### src/rtl/proj_pkg.sv
// Shared constants for the sorter/extender projection path and the state
// type used by the index streamer.
package proj_pkg;

    localparam int unsigned SORTER_EXTENDER_INDICES_COUNT = 4;
    localparam int unsigned INDICE_LEN                    = 8;
    localparam int unsigned SORTER_POSITION_LEN           = 2;

    typedef enum logic [1:0] {
        IDLE   = 2'd0,
        STREAM = 2'd1,
        DONE   = 2'd2
    } streamer_state_t;

endpackage

### src/rtl/proj_index_streamer.sv
// Captures the sorter's parallel smallest-signature indices on a rising
// sort_valid and streams them out one per beat over valid/ready, with a
// last marker on the final beat and a one-cycle done pulse afterwards.
// Optional build macro PROJ_STREAMER_DESCENDING_EN: stream from slot
// INDICES_COUNT-1 down to slot 0 instead of slot 0 upwards.
module proj_index_streamer #(
    parameter int unsigned INDICES_COUNT = proj_pkg::SORTER_EXTENDER_INDICES_COUNT,
    parameter int unsigned INDICE_LEN    = proj_pkg::INDICE_LEN,
    parameter int unsigned POSITION_LEN  = proj_pkg::SORTER_POSITION_LEN
) (
    input  logic                                   clk,
    input  logic                                   rst_n,
    input  logic [INDICES_COUNT-1:0][INDICE_LEN-1:0] in_smallest_idx,
    input  logic                                   sort_valid,
    output logic [INDICE_LEN-1:0]                  out_index,
    output logic [POSITION_LEN-1:0]                out_position,
    output logic                                   out_valid,
    input  logic                                   out_ready,
    output logic                                   out_last,
    output logic                                   out_done,
    output logic                                   busy,
    output logic                                   overrun_err
);

    import proj_pkg::*;

`ifdef PROJ_STREAMER_DESCENDING_EN
    localparam logic [POSITION_LEN-1:0] FIRST_SLOT = POSITION_LEN'(INDICES_COUNT - 1);
    localparam logic [POSITION_LEN-1:0] LAST_SLOT  = '0;
`else
    localparam logic [POSITION_LEN-1:0] FIRST_SLOT = '0;
    localparam logic [POSITION_LEN-1:0] LAST_SLOT  = POSITION_LEN'(INDICES_COUNT - 1);
`endif

    streamer_state_t                         r_state;
    logic [INDICES_COUNT-1:0][INDICE_LEN-1:0] r_buf;
    logic [POSITION_LEN-1:0]                 r_cnt;
    logic [INDICE_LEN-1:0]                   r_out_index;
    logic                                    r_out_valid;
    logic                                    r_out_last;
    logic                                    r_out_done;
    logic                                    r_overrun;
    logic                                    r_sort_valid_d;
    // Set once sort_valid has been seen low after reset, so a level held
    // high across reset release is not mistaken for a fresh rise.
    logic                                    r_armed;

    logic                                    w_rise;
    logic [POSITION_LEN-1:0]                 w_next_slot;

    assign w_rise = sort_valid & ~r_sort_valid_d & r_armed;

`ifdef PROJ_STREAMER_DESCENDING_EN
    assign w_next_slot = r_cnt - 1'b1;
`else
    assign w_next_slot = r_cnt + 1'b1;
`endif

    // Edge detect, snapshot buffer, slot counter and streaming FSM.
    always_ff @(posedge clk or negedge rst_n) begin
        if (!rst_n) begin
            r_state        <= IDLE;
            r_buf          <= '0;
            r_cnt          <= '0;
            r_out_index    <= '0;
            r_out_valid    <= 1'b0;
            r_out_last     <= 1'b0;
            r_out_done     <= 1'b0;
            r_overrun      <= 1'b0;
            r_sort_valid_d <= 1'b0;
            r_armed        <= 1'b0;
        end else begin
            r_sort_valid_d <= sort_valid;
            if (!sort_valid) begin
                r_armed <= 1'b1;
            end
            r_out_done <= 1'b0;
            if (w_rise && (r_state != IDLE)) begin
                r_overrun <= 1'b1;
            end
            case (r_state)
                IDLE: begin
                    if (w_rise) begin
                        r_buf       <= in_smallest_idx;
                        r_cnt       <= FIRST_SLOT;
                        r_out_index <= in_smallest_idx[FIRST_SLOT];
                        r_out_valid <= 1'b1;
                        r_out_last  <= (FIRST_SLOT == LAST_SLOT);
                        r_state     <= STREAM;
                    end
                end
                STREAM: begin
                    if (out_ready) begin
                        if (r_cnt == LAST_SLOT) begin
                            r_out_valid <= 1'b0;
                            r_out_last  <= 1'b0;
                            r_out_done  <= 1'b1;
                            r_state     <= DONE;
                        end else begin
                            // Counter stops at the last slot; never wraps.
                            r_cnt       <= w_next_slot;
                            r_out_index <= r_buf[w_next_slot];
                            r_out_last  <= (w_next_slot == LAST_SLOT);
                        end
                    end
                end
                DONE: begin
                    r_state <= IDLE;
                end
                default: begin
                    r_state <= IDLE;
                end
            endcase
        end
    end

    assign out_index    = r_out_index;
    assign out_position = r_cnt;
    assign out_valid    = r_out_valid;
    assign out_last     = r_out_last;
    assign out_done     = r_out_done;
    assign busy         = (r_state != IDLE);
    assign overrun_err  = r_overrun;

endmodule
### config.mk
export PLATFORM = sky130hd
export DESIGN_NAME = proj_index_streamer
export DESIGN_NICKNAME = d
export VERILOG_FILES = /design/src/rtl/proj_pkg.sv /design/src/rtl/proj_index_streamer.sv
export SDC_FILE = /design/constraint.sdc
export NUM_CORES = 1
export LEC_CHECK = 0
export CORE_UTILIZATION = 30
export DETAILED_ROUTE_END_ITERATION = 8
export PLACE_DENSITY = 0.62
export SLEW_MARGIN = 40
export SYNTH_ARGS = -nofsm -noshare
export SYNTH_HDL_FRONTEND = slang
export SYNTH_SLANG_ARGS = --single-unit
### constraint.sdc
create_clock -name clk -period 3.3 [get_ports clk]
set_input_delay 0.66 -clock clk [delete_from_list [all_inputs] [get_ports clk]]
set_output_delay 0.66 -clock clk [all_outputs]
set_load 0.005 [all_outputs]
==> results.json, run 1 <==
{
  "cts_setup_buffers": 0,
  "slew_violations": 0,
  "yosys.cell_types.count": 29,
  "synthAoiAreaFrac": 0.102,
  "cts_sinks": 50,
  "grt_overflow": 0,
  "period_needed_ps": 2410,
  "synth_largest_type_area_fraction": 0.543,
  "setup_viol": 0,
  "clock.fmax_ghz": 0.415,
  "antenna_found_initial": 0,
  "critPathTopFamily": "buffers and inverters",
  "synth_seq_share": 0.543,
  "maxCapViolCount": 0,
  "setup_ws_ps": 890,
  "lay_top_count": "dfrtp_1",
  "wl_mm": 4.67,
  "ff_type": "dfrtp_1",
  "fp-row-count": 31,
  "crit_end": "busy",
  "outcome": "complete, no violations",
  "fin_crit_sh": 0.730,
  "globalRouteMet2Util": 0.205,
  "p_seq_frac": 0.418,
  "largest_reg_flops": 32,
  "start_kind": "flip-flop",
  "switching_power_mw": 0.792,
  "synthTopCellsByCount": "50 x dfrtp_1, 40 x mux2_2, 8 x buf_6",
  "drtAntennaViolNets": 0,
  "path_class": "flip-flop to output pin",
  "fp_util": 0.314,
  "logic_family": "multiplexers",
  "top_register": "r_buf",
  "warnings": 27,
  "critPathMaxStageDelay_ps": 580,
  "p_comb_mw": 1.09,
  "synth_area_per_cell_um2": 13.8,
  "slew_headroom": 0.471,
  "dr.pass1.iters": 4,
  "powerDensity_nw_per_um2": 857,
  "largestPowerGroup": "combinational logic",
  "syn_nets": 205,
  "drive_gt1_frac": 0.260,
  "clkPwrFrac": 0.146,
  "sequentialPower_mw": 1.05,
  "wl_per_cell_um": 14.9,
  "postLayoutCoreUtil": 0.399,
  "grt_max_degree": 51,
  "timing.rr.start": "out_position[0]",
  "grt.busiest_layer": "met2",
  "power_leakage_nw": 1.21,
  "wl_met2_mm": 2.20,
  "gp_congestion": 0.708,
  "cp_num_buf_inv": 1,
  "post-synth-top-count-cell": "dfrtp_1",
  "sw_frac_of_total": 0.316,
  "rrSetupSlack_ps": 1330,
  "cts_tree": "yes",
  "netlist_area_um2": 2300,
  "yosys_warnings": 0,
  "clk_pin_slew_ps": 90,
  "power_frac_comb": 0.436,
  "rr_endpoint": "out_index[7]",
  "yosys.area_share.simple": 0.0581,
  "peakVddDrop_mv": 0.306,
  "worstMarginPinSlew_ps": 792,
  "edf_count": 0,
  "yosys.area_share.adder": 0.0109,
  "cts_root_buf": "clkbuf_8",
  "grt_pass1_vias": 1535,
  "place_ws_ps": 881,
  "drcViolationCount": 0,
  "mux_area_frac": 0.232,
  "worstPathArrival_ps": 1750
}
[run 1: stage by stage]
| step | hold WS (ps) | area, um2 | power (mW) | cells |
|---|---|---|---|---|
| finish | 376 | 2930 | 2.51 | 314 |
| global route | 425 | 2930 | 2.71 | 314 |
| CTS | 401 | 2930 | 2.55 | 314 |
| detailed placement | 469 | 2840 | 2.18 | 306 |
| global placement | 460 | 2830 | 2.16 | 306 |
| floorplan | 364 | 2300 | 1.83 | 167 |
[run 1: cell type report]
class / instances / area [um2]
inverters: 3 / 11.3
repair buffers: 53 / 520
fillers: 718 / 4400
clock inverters: 1 / 5.00
well taps: 99 / 124
clock buffers: 7 / 86.3
multi-input cells: 101 / 930
flip-flops and latches: 50 / 1250
Figure 1. Clock wiring as the flow saved it (run 1).
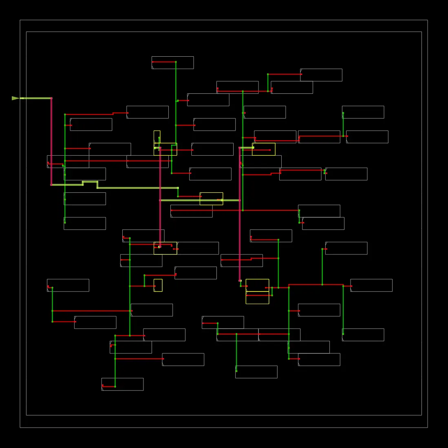
CTS Buf Count: 5
clock skew: 7.12 ps
clock buf count: 7
clk ins delay skew pair: 300 ps

Figure 2. Clock distribution (run 1).
Drawn at 6 px/um.
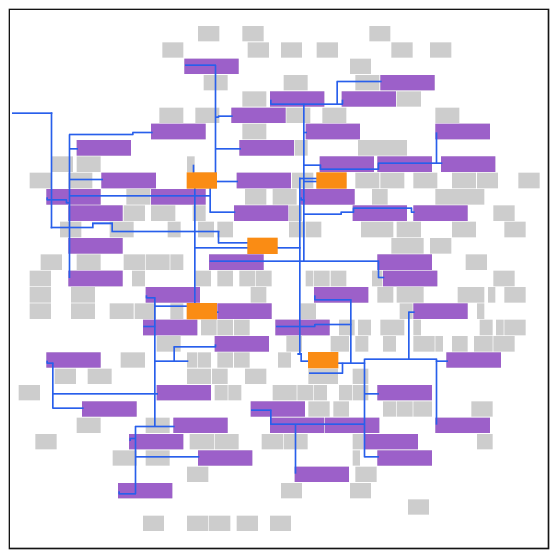
clock wires -> blue  # length 645 um
clock drivers -> orange  # count 5
flip-flops -> purple  # count 50
routed clock nets = 6

Figure 3. I/O pins on the die edge (run 1).
Drawn at 4 px/um. Pins as bars across the die edge, other pins in grey.
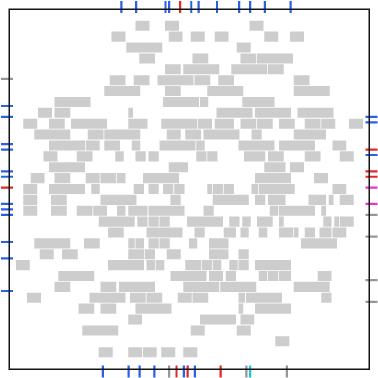
`out_position` -> magenta  # pins 2, direction output, edge right
`out_valid` -> cyan  # pins 1, direction output, edge bottom
`out_index` -> red  # pins 8, direction output, edge 3 right, 3 bottom, 1 top, 1 left
`in_smallest_idx` -> blue  # pins 32, direction input, edge 12 left, 11 top, 6 bottom, 3 right

Figure 4. Gate-type map (run 1).
Drawn at 4 px/um.
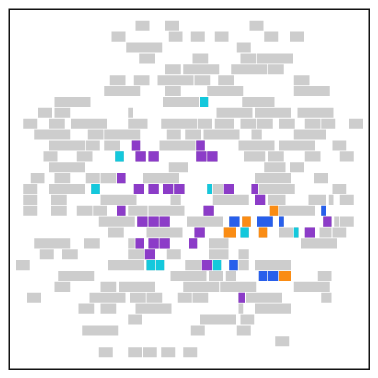
nor cells -> cyan  # cells 9
and/or cells -> orange  # cells 5
nand cells -> blue  # cells 7
aoi and oai cells -> purple  # cells 29, where middle

Figure 5. Wiring by layer (run 1).
Drawn at 3 px/um. Only two layers are drawn.
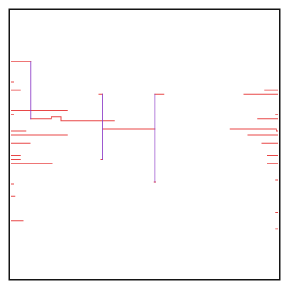

==> run 2: changes to the inputs <==
- clock period: 3.3 -> 2.25 ns (I/O delays scaled with it)
Figure 6. Wiring by layer (run 2).
Drawn at 3 px/um. Only two layers are drawn.
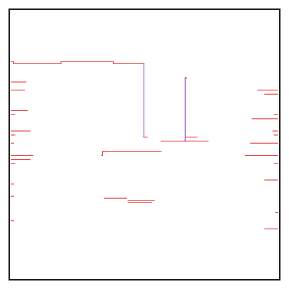
metal 3 -> red  # wire length 206 um
metal 4 -> purple  # wire length 45.6 um

==> run 2 against run 1 <==
Against the previous run: critical path depth unchanged; total power increased by 55%; clock-buffer cell count decreased by 1; hold slack got worse by 190 ps; sequential power increased by 47%; register-to-register slack got worse by 920 ps.
==> results.json, run 2 <==
{
  "whs_ps": 183,
  "drtAntennaViolNets": 0,
  "chipArea_um2": 8030,
  "setup_tns_ps": 0,
  "diodes": 0,
  "clkPwrFrac": 0.173,
  "syn_nets": 205,
  "gp_congestion": 0.714,
  "h-tree-depth": 2,
  "ys_cells": 167,
  "critPathTopFamily": "buffers and inverters",
  "ys_area_um2": 2300,
  "fin_nets": 260,
  "yosys.area_share.simple": 0.0581,
  "logic_gate_count": 101,
  "yosys.area_share.adder": 0.0109,
  "wl_mm": 4.76,
  "clock.fmax_ghz": 0.475,
  "antenna_found_initial": 0,
  "cp_max_fo": 8,
  "largest_cell_class": "registers",
  "netlist_area_um2": 2300,
  "comb_share": 0.306,
  "hold_path_class": "primary input to asynchronous set/reset pin",
  "worstPathArrival_ps": 1660,
  "edf_count": 0,
  "fp-row-count": 31,
  "dr.max_layer_used": "met4",
  "grt.busiest_layer": "met2",
  "logic_area_um2": 930,
  "cp_num_buf_inv": 1,
  "drive_gt1_frac": 0.291,
  "clk_pin_slew_ps": 90,
  "synth_largest_type_area_fraction": 0.543,
  "p_int_mw": 2.69,
  "setup_viol": 0,
  "clkbuf_count": 6,
  "signal_buffers": 61,
  "grt_pass1_wl_mm": 7.46,
  "met3_usage": 0.0311,
  "synth.cellmix.xorXnorShare": 0,
  "ff_latch_area_um2": 1250,
  "seq_area_frac": 0.412,
  "reg2reg_depth": 4,
  "cts_setup_buffers": 0,
  "powerDensity_nw_per_um2": 1280,
  "crit_chain": "or2_1 -> clkdlybuf4s50_1",
  "fp_util": 0.314,
  "period_needed_ps": 2110,
  "slew_violations": 0,
  "routed-wl-met3_um": 205,
  "power_frac_comb": 0.431,
  "setup_ws_ps": 145,
  "rr_endpoint": "out_index[1]",
  "numCtsBuffers": 5,
  "outcome": "complete, no violations",
  "num-fill-cells": 668,
  "hpwlAfterDp_mm": 3.43,
  "final-clk-cell-share": 0.0399,
  "yosys_warnings": 0,
  "hold_viol": 0,
  "grt_pass1_vias": 1536,
  "synth_top_cell_by_area": "dfrtp_1",
  "wl_per_cell_um": 14.8,
  "worst_skew_pair.late_latency_ps": 310,
  "yosys.cell_types.count": 29,
  "logic_family": "multiplexers",
  "drcViolationCount": 0,
  "cts_tree": "yes",
  "grt_max_degree": 33,
  "portBuffers": 50,
  "top_register": "r_buf",
  "sw_frac_of_total": 0.308,
  "dr.pass1.iters": 4,
  "maxCapViolCount": 0,
  "grt_usage": 0.127,
  "start_kind": "flip-flop",
  "final_cell_mix": "50 x dfrtp_1, 49 x clkdlybuf4s50_1, 40 x mux2_2, 9 x buf_4",
  "grt_util_met1": 0.167,
  "post-synth-top-count-cell": "dfrtp_1",
  "ios": 51,
  "worst-path-stages": 2,
  "n_tap_cell": 99,
  "power_leakage_nw": 1.27,
  "place_ws_ps": 218,
  "lay_top_count": "dfrtp_1",
  "synth_seq_share": 0.543,
  "flops": 50,
  "cp_data_required_time_ps": 1800,
  "synthTopCellsByCount": "50 x dfrtp_1, 40 x mux2_2, 8 x buf_6",
  "rrSetupSlack_ps": 410,
  "cp_slowest_cell": "clkdlybuf4s50_1",
  "cts_root_buf": "clkbuf_8",
  "buffer_area_frac": 0.198,
  "synth_area_per_cell_um2": 13.8,
  "switching_power_mw": 1.20,
  "synthAoiAreaFrac": 0.102,
  "fin_crit_sh": 0.936,
  "p_seq_frac": 0.396,
  "mux_area_frac": 0.232,
  "crit_end": "busy",
  "synthCells": 167,
  "slew_headroom": 0.540,
  "largest_reg_flops": 32,
  "core_um2": 7330,
  "cts_resized": 0,
  "ff_type": "dfrtp_1",
  "hold_buffers": 0,
  "grt_overflow": 0,
  "cts_sinks": 50,
  "timing.rr.start": "r_state[0]",
  "clock_path_buffers": 2,
  "wl_met2_mm": 2.28,
  "inverters_excl_clock": 3,
  "globalRouteMet2Util": 0.206,
  "clock_skew_ps": 9.45,
  "wl_met1_mm": 2.23,
  "critPathMaxStageDelay_ps": 550,
  "warnings": 27,
  "synthArstFlopShare": 1.00,
  "worstMarginPinSlew_ps": 690,
  "end_kind": "output pin",
  "path_class": "flip-flop to output pin",
  "peakVddDrop_mv": 0.429
}
[run 2: cell counts after synthesis]
Identical to the previous run, type by type.
[run 2: power groups by stage]
stage | combinational, mW | sequential (mW) | clock, mW
2_1_floorplan | 1.20 | 1.49 | 0
3_3_place_gp | 1.68 | 1.54 | 0
3_5_place_dp | 1.69 | 1.56 | 0
4_1_cts | 1.70 | 1.54 | 0.691
5_1_grt | 1.84 | 1.59 | 0.722
6_report | 1.68 | 1.54 | 0.671
[run 2: per-stage QoR]
step	instances	util	total power, mW	instance area, um2
3_3_place_gp	314	0.398	3.22	2920
3_5_place_dp	314	0.398	3.25	2920
6_report	322	0.415	3.89	3040
4_1_cts	322	0.415	3.93	3040
2_1_floorplan	167	-	2.69	2300
5_1_grt	322	0.415	4.16	3040
Figure 7. Clock distribution (run 2).
Drawn at 6 px/um.
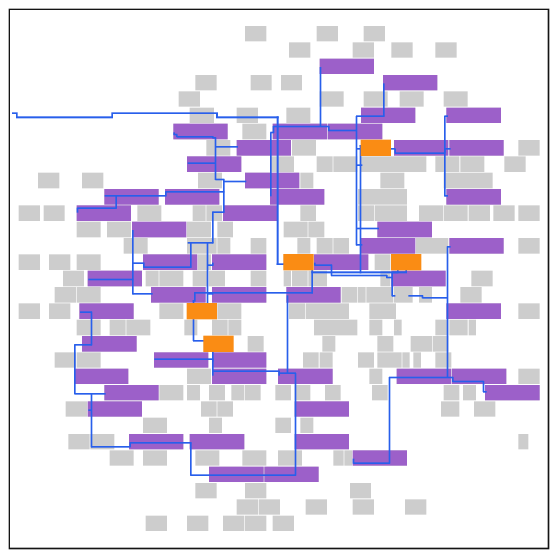

==> run 3: changes to the inputs <==
==> constraint.sdc (replaced) <==
create_clock -name clk -period 2.25 [get_ports clk]
set_input_delay 0.5625 -clock clk [delete_from_list [all_inputs] [get_ports clk]]
set_output_delay 0.5625 -clock clk [all_outputs]
set_load 0.005 [all_outputs]
Figure 8. Clock distribution (run 3).
Drawn at 6 px/um.
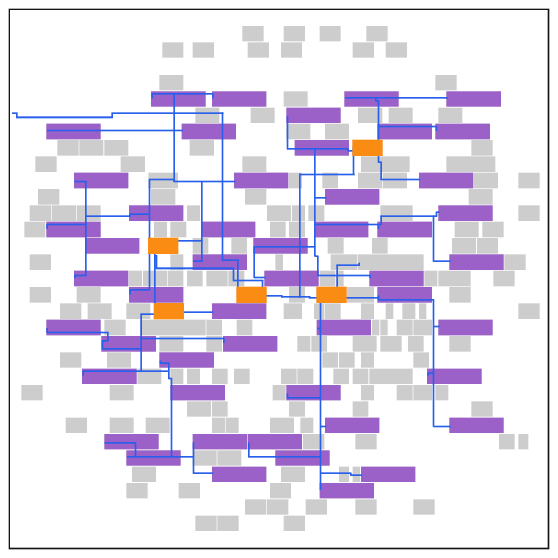
clock drivers -> orange  # count 5
flip-flops -> purple  # count 50
clock wires -> blue  # length 677 um
routed clock nets = 6

==> run 3 against run 2 <==
Against the previous run: combinational power about the same; first-iteration DRC count up 37%; clock skew down 2.5 ps; clock power up 17%; synthesized cell count unchanged; critical path depth unchanged; non-clock buffer count unchanged; sequential share of layout area down 0.12 points; worst setup slack better by 26 ps; die area unchanged; global-route usage up 0.44 points; critical endpoint unchanged; largest power group unchanged; highest routed layer unchanged.
==> results.json, run 3 <==
{
  "hold_buffers": 0,
  "layout.cells.non_filler": 322,
  "ios": 51,
  "sw_frac_of_total": 0.301,
  "critPathMaxStageDelay_ps": 470,
  "fin_crit_sh": 0.924,
  "largestPowerGroup": "combinational logic",
  "h-tree-depth": 2,
  "worstPathArrival_ps": 1520,
  "dr.max_layer_used": "met4",
  "wl_mm": 4.84,
  "maxCapViolCount": 0,
  "cts_tree": "yes",
  "synthArstFlopShare": 1.00,
  "fin_nets": 260,
  "setup_viol": 0,
  "ff_type": "dfrtp_1",
  "whs_ps": 359,
  "syn_nets": 205,
  "synth_area_per_cell_um2": 13.8,
  "gp_congestion": 0.735,
  "slew_violations": 0,
  "clock_skew_ps": 6.91,
  "peakVddDrop_mv": 0.568,
  "hpwlAfterDp_mm": 3.31,
  "rr_endpoint": "out_index[4]",
  "synth_seq_share": 0.543,
  "drtAntennaViolNets": 0,
  "synth_top_cell_by_area": "dfrtp_1",
  "end_kind": "output pin",
  "crit_end": "busy",
  "cts_resized": 0,
  "worst-path-stages": 2,
  "met3_usage": 0.0347,
  "grt_pass1_wl_mm": 7.80,
  "critPathTopFamily": "flip-flops",
  "hold_viol": 0,
  "sequentialPower_mw": 1.53,
  "place_area_um2": 2910,
  "die_h_um": 89.6,
  "netlist_area_um2": 2300,
  "postLayoutCoreUtil": 0.416,
  "dr.pass1.iters": 4,
  "power_leakage_nw": 1.27,
  "wl_met2_mm": 2.28,
  "timing.rr.start": "out_position[1]",
  "switching_power_mw": 1.20,
  "synthCells": 167,
  "p_clk_mw": 0.785,
  "p_comb_mw": 1.68,
  "grt_pass1_vias": 1583,
  "numCtsBuffers": 5,
  "lay_top_count": "dfrtp_1",
  "worstMarginPinSlew_ps": 654,
  "wl_met1_mm": 2.30,
  "synth_largest_type_area_fraction": 0.543,
  "power_frac_comb": 0.421,
  "outcome": "complete, no violations",
  "period_needed_ps": 2080,
  "cp_num_buf_inv": 1,
  "cts_root_buf": "clkbuf_8",
  "cp_data_required_time_ps": 1690,
  "grt.busiest_layer": "met2",
  "reg2reg_depth": 4,
  "clkPwrFrac": 0.196,
  "path_class": "flip-flop to output pin",
  "yosys.cell_types.count": 29,
  "clock_path_buffers": 2,
  "ys_cells": 167,
  "hold_path_class": "primary input to asynchronous set/reset pin",
  "wl_per_cell_um": 15.0,
  "cp_max_fo": 8,
  "setup_tns_ps": 0,
  "core_um2": 7330,
  "powerDensity_nw_per_um2": 1310,
  "fp-row-count": 31,
  "fin_area_um2": 3050,
  "yosys_warnings": 0,
  "worst_skew_pair.late_latency_ps": 300,
  "p_int_mw": 2.80,
  "largest_reg_flops": 32,
  "p_seq_frac": 0.383,
  "slew_headroom": 0.564,
  "top_register": "r_buf",
  "place_ws_ps": 177,
  "p_total_mw": 4.00,
  "grt_usage": 0.131,
  "warnings": 27,
  "portBuffers": 50,
  "cp_slowest_cell": "dfrtp_1",
  "fp_util": 0.314,
  "diodes": 0,
  "final_cell_mix": "50 x dfrtp_1, 49 x clkdlybuf4s50_1, 40 x mux2_2, 10 x buf_4",
  "drive_gt1_frac": 0.291,
  "globalRouteMet2Util": 0.203,
  "cts_sinks": 50,
  "routed-wl-met3_um": 217,
  "antenna_found_initial": 0,
  "clk_pin_slew_ps": 90,
  "clock.fmax_ghz": 0.481,
  "num-fill-cells": 686,
  "post-synth-top-count-cell": "dfrtp_1",
  "grt_overflow": 0,
  "grt_max_degree": 51,
  "chipArea_um2": 8030,
  "numPlacedInstances": 314,
  "synthTopCellsByCount": "50 x dfrtp_1, 40 x mux2_2, 8 x buf_6",
  "crit_chain": "or2_1 -> clkdlybuf4s50_1",
  "grt_util_met1": 0.180,
  "start_kind": "flip-flop",
  "setup_ws_ps": 171,
  "rrSetupSlack_ps": 450,
  "drcViolationCount": 0
}
run 3: cell families (layout without fill, tap and decap cells):
| kind of cell | Yosys count | after routing | synth area share |
|---|---|---|---|
| AOI/OAI and AO/OA | 33 | 33 | 0.102 |
| adders and majority gates | 2 | 2 | 0.0109 |
| buffers and inverters | 16 | 72 | 0.0532 |
| DFF | 50 | 50 | 0.543 |
| muxes | 45 | 45 | 0.232 |
| and+or+nand+nor | 21 | 21 | 0.0581 |
run 3: final cells by class:
class | instances | area (um2) | area share
Sequential cell | 50 | 1250 | 0.410
Multi-Input combinational cell | 101 | 930 | 0.305
Timing Repair Buffer | 61 | 591 | 0.194
Tap cell | 99 | 124 | 0.0406
Clock buffer | 6 | 82.6 | 0.0271
Clock inverter | 2 | 60.1 | 0.0197
Inverter | 3 | 11.3 | 0.00369
Power figures rest on the tool's default switching activity, not on a simulated workload.
